**Metal 2**

Bar = 100 um. Cells faint in the background.
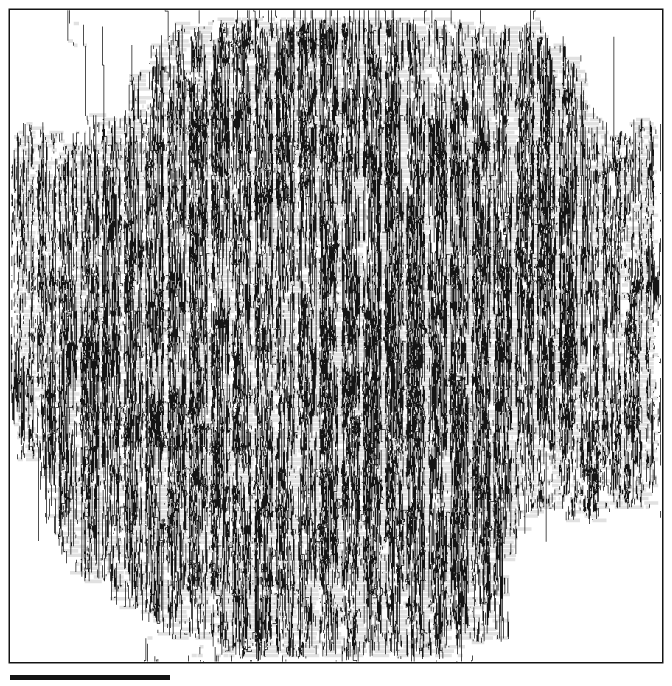
**Routing congestion**

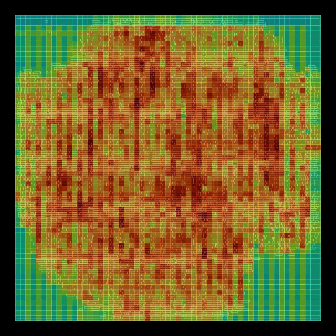
**Met1 routing**

Bar = 100 um. Supply wires on this layer in grey. Cells faint in the background.
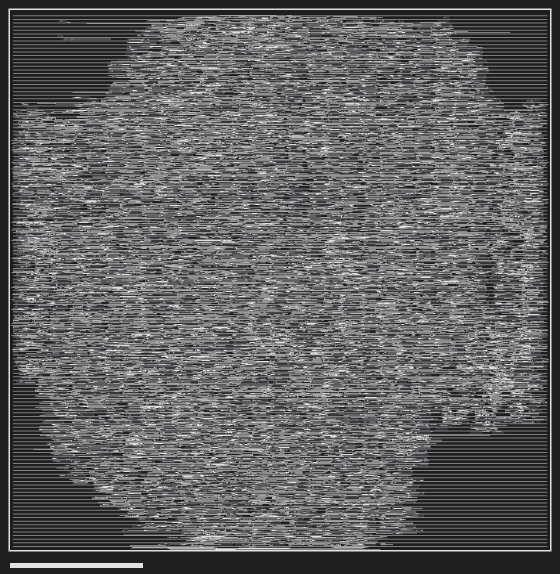
**Drive-strength map**

Bar = 100 um.
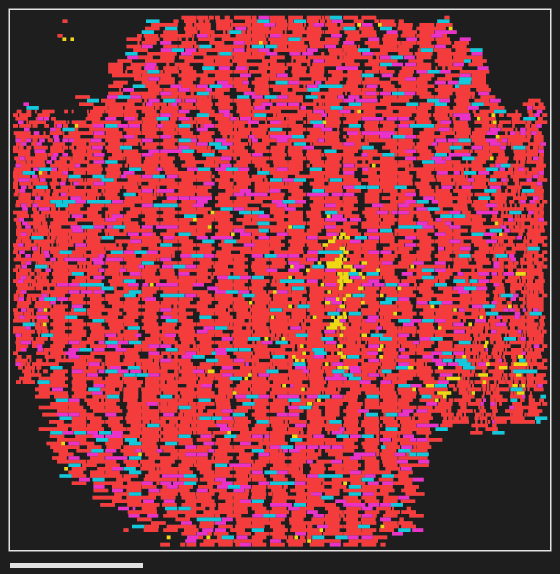
File: src/rtl/eth_helper_pkg.sv
// Shared types and helpers for the Ethernet frame builder: FSM states,
// header field widths and the two-beat header packing.
package eth_helper_pkg;

  localparam int MAC_W  = 48;
  localparam int TYPE_W = 16;
  localparam int SYNC_W = 16;
  localparam int BEAT_W = 64;

  typedef enum logic [2:0] {
    COLLECT,
    DISCARD,
    HDR0,
    HDR1,
    PAYLOAD,
    PAD,
    TRAILER
  } state_t;

  typedef struct packed {
    logic [BEAT_W-1:0] hdr1;
    logic [BEAT_W-1:0] hdr0;
  } hdr_beats_t;

  // Beat 0 carries the whole destination plus the low source half-word.
  function automatic hdr_beats_t pack_header(
    input logic [MAC_W-1:0]  dst,
    input logic [MAC_W-1:0]  src,
    input logic [TYPE_W-1:0] link_type,
    input logic [SYNC_W-1:0] sync
  );
    hdr_beats_t h;
    h.hdr0 = {src[15:0], dst};
    h.hdr1 = {sync, link_type, src[47:16]};
    return h;
  endfunction

endpackage

File: src/rtl/eth_payload_fifo.sv
// Payload store for one packet: {keep,data} entries, head word visible
// combinationally on rd_data so the output register can load it directly.
module eth_payload_fifo #(
  parameter int WIDTH = 72,
  parameter int DEPTH = 32,
  localparam int AW = $clog2(DEPTH),
  localparam int CW = $clog2(DEPTH + 1)
) (
  input  logic             ACLK,
  input  logic             ARESET,
  input  logic             wr_en,
  input  logic [WIDTH-1:0] wr_data,
  input  logic             rd_en,
  output logic [WIDTH-1:0] rd_data,
  output logic             empty,
  output logic             full,
  output logic [CW-1:0]    count
);

  logic [WIDTH-1:0] mem [DEPTH];
  logic [AW-1:0]    wr_ptr_q, wr_ptr_d;
  logic [AW-1:0]    rd_ptr_q, rd_ptr_d;
  logic [CW-1:0]    count_q, count_d;
  logic             do_wr, do_rd;

  assign empty   = (count_q == '0);
  assign full    = (count_q == CW'(DEPTH));
  assign count   = count_q;
  assign rd_data = mem[rd_ptr_q];

  always_comb begin
    do_wr    = wr_en && !full;
    do_rd    = rd_en && !empty;
    wr_ptr_d = wr_ptr_q + AW'(do_wr);
    rd_ptr_d = rd_ptr_q + AW'(do_rd);
    count_d  = count_q + CW'(do_wr) - CW'(do_rd);
  end

  always_ff @(posedge ACLK) begin
    if (do_wr) begin
      mem[wr_ptr_q] <= wr_data;
    end
  end

  always_ff @(posedge ACLK or posedge ARESET) begin
    if (ARESET) begin
      wr_ptr_q <= '0;
      rd_ptr_q <= '0;
      count_q  <= '0;
    end else begin
      wr_ptr_q <= wr_ptr_d;
      rd_ptr_q <= rd_ptr_d;
      count_q  <= count_d;
    end
  end

endmodule

File: src/rtl/eth_frame_builder.sv
// Store-and-forward frame builder: collects a payload packet, then emits
// header beats, payload, zero padding and a trailer on M_AXIS.
module eth_frame_builder
  import eth_helper_pkg::*;
#(
  parameter int          FIFO_DEPTH        = 32,
  parameter int          MIN_PAYLOAD_BEATS = 6,
  parameter logic [63:0] TRAILER_WORD      = 64'h1337,
  parameter logic [7:0]  TRAILER_KEEP      = 8'h07,
  parameter int          DATA_WIDTH        = 64
) (
  input  logic                    ACLK,
  input  logic                    ARESET,
  input  logic [DATA_WIDTH-1:0]   S_AXIS_tdata,
  input  logic [DATA_WIDTH/8-1:0] S_AXIS_tkeep,
  input  logic                    S_AXIS_tvalid,
  input  logic                    S_AXIS_tlast,
  output logic                    S_AXIS_tready,
  input  logic [MAC_W-1:0]        Destination_Addr,
  input  logic [MAC_W-1:0]        Source_Addr,
  input  logic [TYPE_W-1:0]       Link_Type,
  input  logic [SYNC_W-1:0]       SyncWord,
  output logic [DATA_WIDTH-1:0]   M_AXIS_tdata,
  output logic [DATA_WIDTH/8-1:0] M_AXIS_tkeep,
  output logic                    M_AXIS_tvalid,
  output logic                    M_AXIS_tlast,
  input  logic                    M_AXIS_tready,
  output logic [31:0]             Frame_Count,
  output logic                    Trunc_Err,
  output logic                    Busy
);

  localparam int KEEP_WIDTH = DATA_WIDTH / 8;
  localparam int CNT_W      = $clog2(FIFO_DEPTH + 1);
  localparam int FW         = DATA_WIDTH + KEEP_WIDTH;

  state_t                  state_q, state_d;
  logic [CNT_W-1:0]        n_q, n_d;
  logic [CNT_W-1:0]        pad_q, pad_d;
  hdr_beats_t              hdr_q, hdr_d;
  logic [DATA_WIDTH-1:0]   m_data_q, m_data_d;
  logic [KEEP_WIDTH-1:0]   m_keep_q, m_keep_d;
  logic                    m_valid_q, m_valid_d;
  logic                    m_last_q, m_last_d;
  logic                    s_ready_q, s_ready_d;
  logic                    trunc_q, trunc_d;
  logic [31:0]             frame_cnt_q, frame_cnt_d;

  logic                    fifo_wr, fifo_rd, fifo_empty, fifo_full;
  logic [FW-1:0]           fifo_rdata;
  logic [CNT_W-1:0]        fifo_count;
  logic [CNT_W-1:0]        pad_calc;
  logic                    s_acc, m_acc;

  eth_payload_fifo #(
    .WIDTH (FW),
    .DEPTH (FIFO_DEPTH)
  ) u_fifo (
    .ACLK    (ACLK),
    .ARESET  (ARESET),
    .wr_en   (fifo_wr),
    .wr_data ({S_AXIS_tkeep, S_AXIS_tdata}),
    .rd_en   (fifo_rd),
    .rd_data (fifo_rdata),
    .empty   (fifo_empty),
    .full    (fifo_full),
    .count   (fifo_count)
  );

  assign s_acc    = S_AXIS_tvalid && s_ready_q;
  assign m_acc    = m_valid_q && M_AXIS_tready;
  assign pad_calc = (fifo_count >= CNT_W'(MIN_PAYLOAD_BEATS)) ? '0
                  : CNT_W'(MIN_PAYLOAD_BEATS) - fifo_count;

  // The state names the beat currently held in the output register; the
  // beat for the following state is loaded on the edge that accepts it.
  always_comb begin
    state_d     = state_q;
    n_d         = n_q;
    pad_d       = pad_q;
    hdr_d       = hdr_q;
    m_data_d    = m_data_q;
    m_keep_d    = m_keep_q;
    m_valid_d   = m_valid_q;
    m_last_d    = m_last_q;
    trunc_d     = 1'b0;
    frame_cnt_d = frame_cnt_q;
    fifo_wr     = 1'b0;
    fifo_rd     = 1'b0;

    case (state_q)
      COLLECT: begin
        if (s_acc) begin
          fifo_wr = !fifo_full;
          n_d     = n_q + 1'b1;
          if (S_AXIS_tlast) begin
            hdr_d   = pack_header(Destination_Addr, Source_Addr, Link_Type, SyncWord);
            state_d = HDR0;
          end else if (n_q == CNT_W'(FIFO_DEPTH - 1)) begin
            hdr_d   = pack_header(Destination_Addr, Source_Addr, Link_Type, SyncWord);
            trunc_d = 1'b1;
            state_d = DISCARD;
          end
        end
      end

      DISCARD: begin
        if (s_acc && S_AXIS_tlast) begin
          state_d = HDR0;
        end
      end

      HDR0: begin
        if (!m_valid_q) begin
          m_data_d  = hdr_q.hdr0;
          m_keep_d  = '1;
          m_last_d  = 1'b0;
          m_valid_d = 1'b1;
          pad_d     = pad_calc;
        end else if (m_acc) begin
          m_data_d = hdr_q.hdr1;
          state_d  = HDR1;
        end
      end

      HDR1: begin
        if (m_acc) begin
          m_data_d = fifo_rdata[DATA_WIDTH-1:0];
          m_keep_d = fifo_rdata[FW-1:DATA_WIDTH];
          fifo_rd  = 1'b1;
          state_d  = PAYLOAD;
        end
      end

      PAYLOAD, PAD: begin
        if (m_acc) begin
          if (state_q == PAYLOAD && !fifo_empty) begin
            m_data_d = fifo_rdata[DATA_WIDTH-1:0];
            m_keep_d = fifo_rdata[FW-1:DATA_WIDTH];
            fifo_rd  = 1'b1;
          end else if (pad_q != '0) begin
            m_data_d = '0;
            m_keep_d = '1;
            pad_d    = pad_q - 1'b1;
            state_d  = PAD;
          end else begin
            m_data_d = TRAILER_WORD;
            m_keep_d = TRAILER_KEEP;
            m_last_d = 1'b1;
            state_d  = TRAILER;
          end
        end
      end

      TRAILER: begin
        if (m_acc) begin
          m_data_d    = '0;
          m_keep_d    = '0;
          m_last_d    = 1'b0;
          m_valid_d   = 1'b0;
          n_d         = '0;
          frame_cnt_d = frame_cnt_q + 1'b1;
          state_d     = COLLECT;
        end
      end

      default: state_d = COLLECT;
    endcase

    s_ready_d = (state_d == COLLECT) || (state_d == DISCARD);
  end

  always_ff @(posedge ACLK or posedge ARESET) begin
    if (ARESET) begin
      state_q     <= COLLECT;
      n_q         <= '0;
      pad_q       <= '0;
      hdr_q       <= '0;
      m_data_q    <= '0;
      m_keep_q    <= '0;
      m_valid_q   <= 1'b0;
      m_last_q    <= 1'b0;
      s_ready_q   <= 1'b0;
      trunc_q     <= 1'b0;
      frame_cnt_q <= '0;
    end else begin
      state_q     <= state_d;
      n_q         <= n_d;
      pad_q       <= pad_d;
      hdr_q       <= hdr_d;
      m_data_q    <= m_data_d;
      m_keep_q    <= m_keep_d;
      m_valid_q   <= m_valid_d;
      m_last_q    <= m_last_d;
      s_ready_q   <= s_ready_d;
      trunc_q     <= trunc_d;
      frame_cnt_q <= frame_cnt_d;
    end
  end

  assign S_AXIS_tready = s_ready_q;
  assign M_AXIS_tdata  = m_data_q;
  assign M_AXIS_tkeep  = m_keep_q;
  assign M_AXIS_tvalid = m_valid_q;
  assign M_AXIS_tlast  = m_last_q;
  assign Frame_Count   = frame_cnt_q;
  assign Trunc_Err     = trunc_q;
  assign Busy          = (state_q != COLLECT);

endmodule

File: config.mk
export PLATFORM = sky130hd
export DESIGN_NAME = eth_frame_builder
export DESIGN_NICKNAME = d
export VERILOG_FILES = /design/src/rtl/eth_helper_pkg.sv /design/src/rtl/eth_payload_fifo.sv /design/src/rtl/eth_frame_builder.sv
export SDC_FILE = /design/constraint.sdc
export NUM_CORES = 2
export LEC_CHECK = 0
export CORE_MARGIN = 2
export CORE_UTILIZATION = 61
export CTS_CLUSTER_DIAMETER = 50
export CTS_CLUSTER_SIZE = 10
export DETAILED_ROUTE_END_ITERATION = 6
export PLACE_DENSITY = 0.79
export SETUP_SLACK_MARGIN = 0.15
export SYNTH_ARGS = -nofsm -noshare
export SYNTH_HDL_FRONTEND = slang
export SYNTH_HIERARCHICAL = 1
export SYNTH_SLANG_ARGS = --single-unit
File: constraint.sdc
create_clock -name ACLK -period 11.3 [get_ports ACLK]
set_input_delay 2.26 -clock ACLK [delete_from_list [all_inputs] [get_ports ACLK]]
set_output_delay 2.26 -clock ACLK [all_outputs]
set_load 0.01 [all_outputs]
==> impl_metrics.py <==
# Flow results
metrics = {
    "run_status": {
        "status": "completed",
    },
    "cts": {
        "cts.sinks": 2571,
        "ctsHoldBuffers": 0,
        "clockBufferDepth": 4,
        "post_cts_buffers": 0,
        "clk_pin_slew_ns": 0.05,
        "clock_latency_ns": 0.96,
        "cts_tree": "built",
        "h-tree-depth": 5,
        "cts_made_buffers": 310,
        "cts_resized": 0,
        "clockRootBuffer": "clkbuf_16",
    },
    "die": {
        "dieArea_um2": 166000,
        "ios": 314,
        "die_h_um": 407,
        "initCoreUtil": 0.615,
        "core_um2": 161000,
        "num_rows": 147,
        "die_w_um": 407,
    },
    "global_routing": {
        "first_global_vias": 54000,
        "grt_first_pass_wirelength_mm": 393,
        "grt_max_degree": 132,
        "antenna_found_initial": 15,
        "grt_overflow_total": 0,
        "grt_use_total": 0.338,
    },
    "logic_synthesis": {
        "syn_area_um2": 99100,
        "ys_async_sr_fraction": 0.104,
        "common_cells": "edfxtp_1 (2,304), mux4_2 (543), dfrtp_1 (267)",
        "synth_stat.cells": 4677,
        "top_area_frac": 0.698,
        "yosysSeqAreaShare": 0.766,
        "synth_nets": 4901,
        "edf_count": 2304,
        "topCellsByArea": "edfxtp_1 (70%), mux4_2 (12%), dfrtp_1 (6.7%), o22ai_1 (1.6%), mux2_2 (1.5%)",
        "yosysChipArea_um2": 99100,
        "most_common_cell": "edfxtp_1",
        "ys.flop_type": "edfxtp_1",
        "top_area_cell": "edfxtp_1",
        "syn_inst": 4677,
        "ys_seq_elements": 2571,
        "ys.warnings.count": 6,
        "synth.avg_cell_area_um2": 21.2,
        "synth_cell_types": 72,
    },
    "critical_path": {
        "critPathBufInv": 3,
        "worst_ep_required_time_ns": 11.81,
        "cp_num_cells": 9,
        "worst_ep_arrival_time_ns": 6.74,
        "r2r_start": "state_q[2]$_DFF_PP0_",
        "reg2reg_depth": 8,
        "worstPathMaxFanout": 42,
        "path_delay_family": "simple AND/OR/NAND/NOR gates",
        "cp_cell_sequence": "clkdlybuf4s50_1 > nand2_1 > or2_2 > nor2_1 > nand2b_1 > inv_1 > nand3b_1 > nor2_4 > buf_4",
        "worst_path_max_delay_cell": "nor2_4",
        "worstSetupEndpointType": "register",
        "slowest_delay_ns": 1.30,
        "r2r_end": "u_fifo/mem[10][8]$_DFFE_PP_",
        "crit_type": "in -> reg",
        "worstSetupStartpointType": "primary input",
        "rrSetupSlack_ns": 5.78,
    },
    "timing": {
        "fin_crit_sh": 0.551,
        "worst_slew_pin_slew_ns": 1.39,
        "max_slew_margin": 0.0724,
        "min_period_ns": 6.22,
        "final-setup-viol-count": 0,
        "drv_slew": 0,
        "finalHoldViolCount": 0,
        "clock.fmax_ghz": 0.161,
        "tns_ns": 0,
        "finClkSkew_ns": 0.0767,
        "rsz0062_at_grt": "false",
        "fin_hold_ws_ns": 0.498,
    },
    "routing": {
        "drt_iter0_drc": 8429,
        "ant_nets": 0,
        "route.detailed.drc": 0,
        "drtPass1Iterations": 6,
        "vias_per_cell": 7.15,
    },
    "layout": {
        "comb_area_um2": 21600,
        "final_cells": 7447,
        "num-nets-final": 5389,
        "nFillCells": 8952,
        "flop_area_um2": 75900,
        "drive_above_1_share": 0.237,
    },
    "placed_design": {
        "routabilityCongestion": 0.849,
        "placedCellCount": 7012,
        "dpl_worst_slack_ns": 4.41,
        "placed_area_um2": 104000,
        "hpwl_mm": 145,
        "io_buffers": 313,
    },
    "min_path": {
        "hp-class": "reg -> reg",
        "hold_depth": 1,
        "whs_endpoint": "Frame_Count[22]$_DFFE_PP0P_",
        "min-delay-start": "Frame_Count[22]$_DFFE_PP0P_",
    },
    "run": {
        "warning_count": 42,
        "maxCapViolCount": 0,
    },
    "pwr": {
        "p_leak_nw": 36.8,
        "power.density_nw_per_um2": 243,
        "ir_drop_mv": 0.212,
    },
}
About 'metal 2':
The longest straight run is 104 um. The layer holds 48% of the routed length. The wires run mostly vertical.
vias post-DR: 53,300
met2 Use GR: 0.534
drt total wl: 276 mm

About 'routing congestion':
post-layout util: 0.702
busiest grt layer: met2
GR Layer Usage met3: 0.0975
drt wl/cell: 37.1 um
met1 Resource Use GR: 0.438

About 'met1 routing':
The wires run mostly horizontal. The longest straight run is 139 um.

About 'drive-strength map':
Key: magenta = _2 cells [cells 749, share 14%, most used mux4_2]; cyan = _6 and larger [cells 339, share 6.4%, most used clkbuf_16]; red = _0 and _1 cells [cells 4,029, share 76%, most used edfxtp_1]; yellow = _3 and _4 cells [cells 163, share 3.1%, most used buf_4]
synth-to-layout area growth: 14.0%
Design Area, Final: 113,000 um^2
min setup slack post-route: 5.08 ns

-- worst max path at each step --
stage | from | end | slack [ns]
floorplan | ARESET | Frame_Count[0]$_DFFE_PP0P_ | 2.14
global placement | S_AXIS_tvalid | u_fifo/mem[10][58]$_DFFE_PP_ | 4.47
detailed placement | S_AXIS_tvalid | u_fifo/mem[10][58]$_DFFE_PP_ | 4.41
CTS | S_AXIS_tvalid | u_fifo/mem[10][25]$_DFFE_PP_ | 5.18
global route | S_AXIS_tvalid | u_fifo/mem[10][8]$_DFFE_PP_ | 5.02
finish | S_AXIS_tvalid | u_fifo/mem[10][8]$_DFFE_PP_ | 5.08
-- logic make-up (layout without fill, tap and decap cells) --
logic type | Yosys count | count (layout) | share of synthesized area
AND-OR/OR-AND | 507 | 507 | 0.0317
buffers and inverters | 289 | 892 | 0.0194
other | 0 | 7 | 0
AND/OR/NAND/NOR | 444 | 444 | 0.0252
adder cells (fa/ha/maj) | 19 | 19 | 0.00248
flip-flops | 2571 | 2571 | 0.766
XOR/XNOR | 46 | 46 | 0.00407
multiplexers | 801 | 801 | 0.151
-- layout by cell type (no fill, tap or decap), types with 113 or more instances in the layout --
master,n
mux2i_1,124
clkdlybuf4s50_1,312
dfrtp_1,263
a21oi_1,145
mux4_2,543
o22ai_1,249
edfxtp_1,2304
buf_4,113
mux2_2,133
nor2_1,160
clkbuf_16,318
-- registers in the layout (all words and copies together), names as in the netlist, 3 cells and up --
| name | flops |
|---|---|
| u_fifo/mem | 2304 |
| hdr_q | 128 |
| M_AXIS_tdata | 64 |
| Frame_Count | 32 |
| M_AXIS_tkeep | 8 |
| n_q | 6 |
| pad_q | 6 |
| u_fifo/count | 6 |
| u_fifo/rd_ptr_q | 5 |
| u_fifo/wr_ptr_q | 5 |
| state_q | 3 |
-- where the power goes --
part           leakage, nW  switching [mW]  internal, mW
sequential            24.0           0.424          10.9
combinational         8.70            4.26          3.12
clock                 4.10            3.62          5.09
-- metal layers --
metal	wire [um]	part of all wire	up-vias	track usage
met2	133000	0.48	4649	0.534
met1	91100	0.33	27400	0.438
met5	105	0.00038	-	0
li1	-	-	20300	-
met3	36900	0.13	901	0.0975
met4	15300	0.056	16	0.163
-- through the flow --
step / power (mW) / util
finish: 27.5 / 0.702
global route: 28.2 / 0.702
CTS: 27.5 / 0.702
detailed placement: 18.7 / 0.649
global placement: 18.5 / 0.649
floorplan: 16.4 / -
-- cell type report --
cell class                      count  share of cell area
Clock buffer                      418              0.0742
Multi-Input combinational cell   1817               0.191
Inverter                           29             0.00103
Tap cell                         2160              0.0239
Clock inverter                      9            0.000676
Antenna cell                        7            0.000155
Sequential cell                  2571               0.672
Timing Repair Buffer              436              0.0370
Power is estimated from default activity; no workload was simulated.
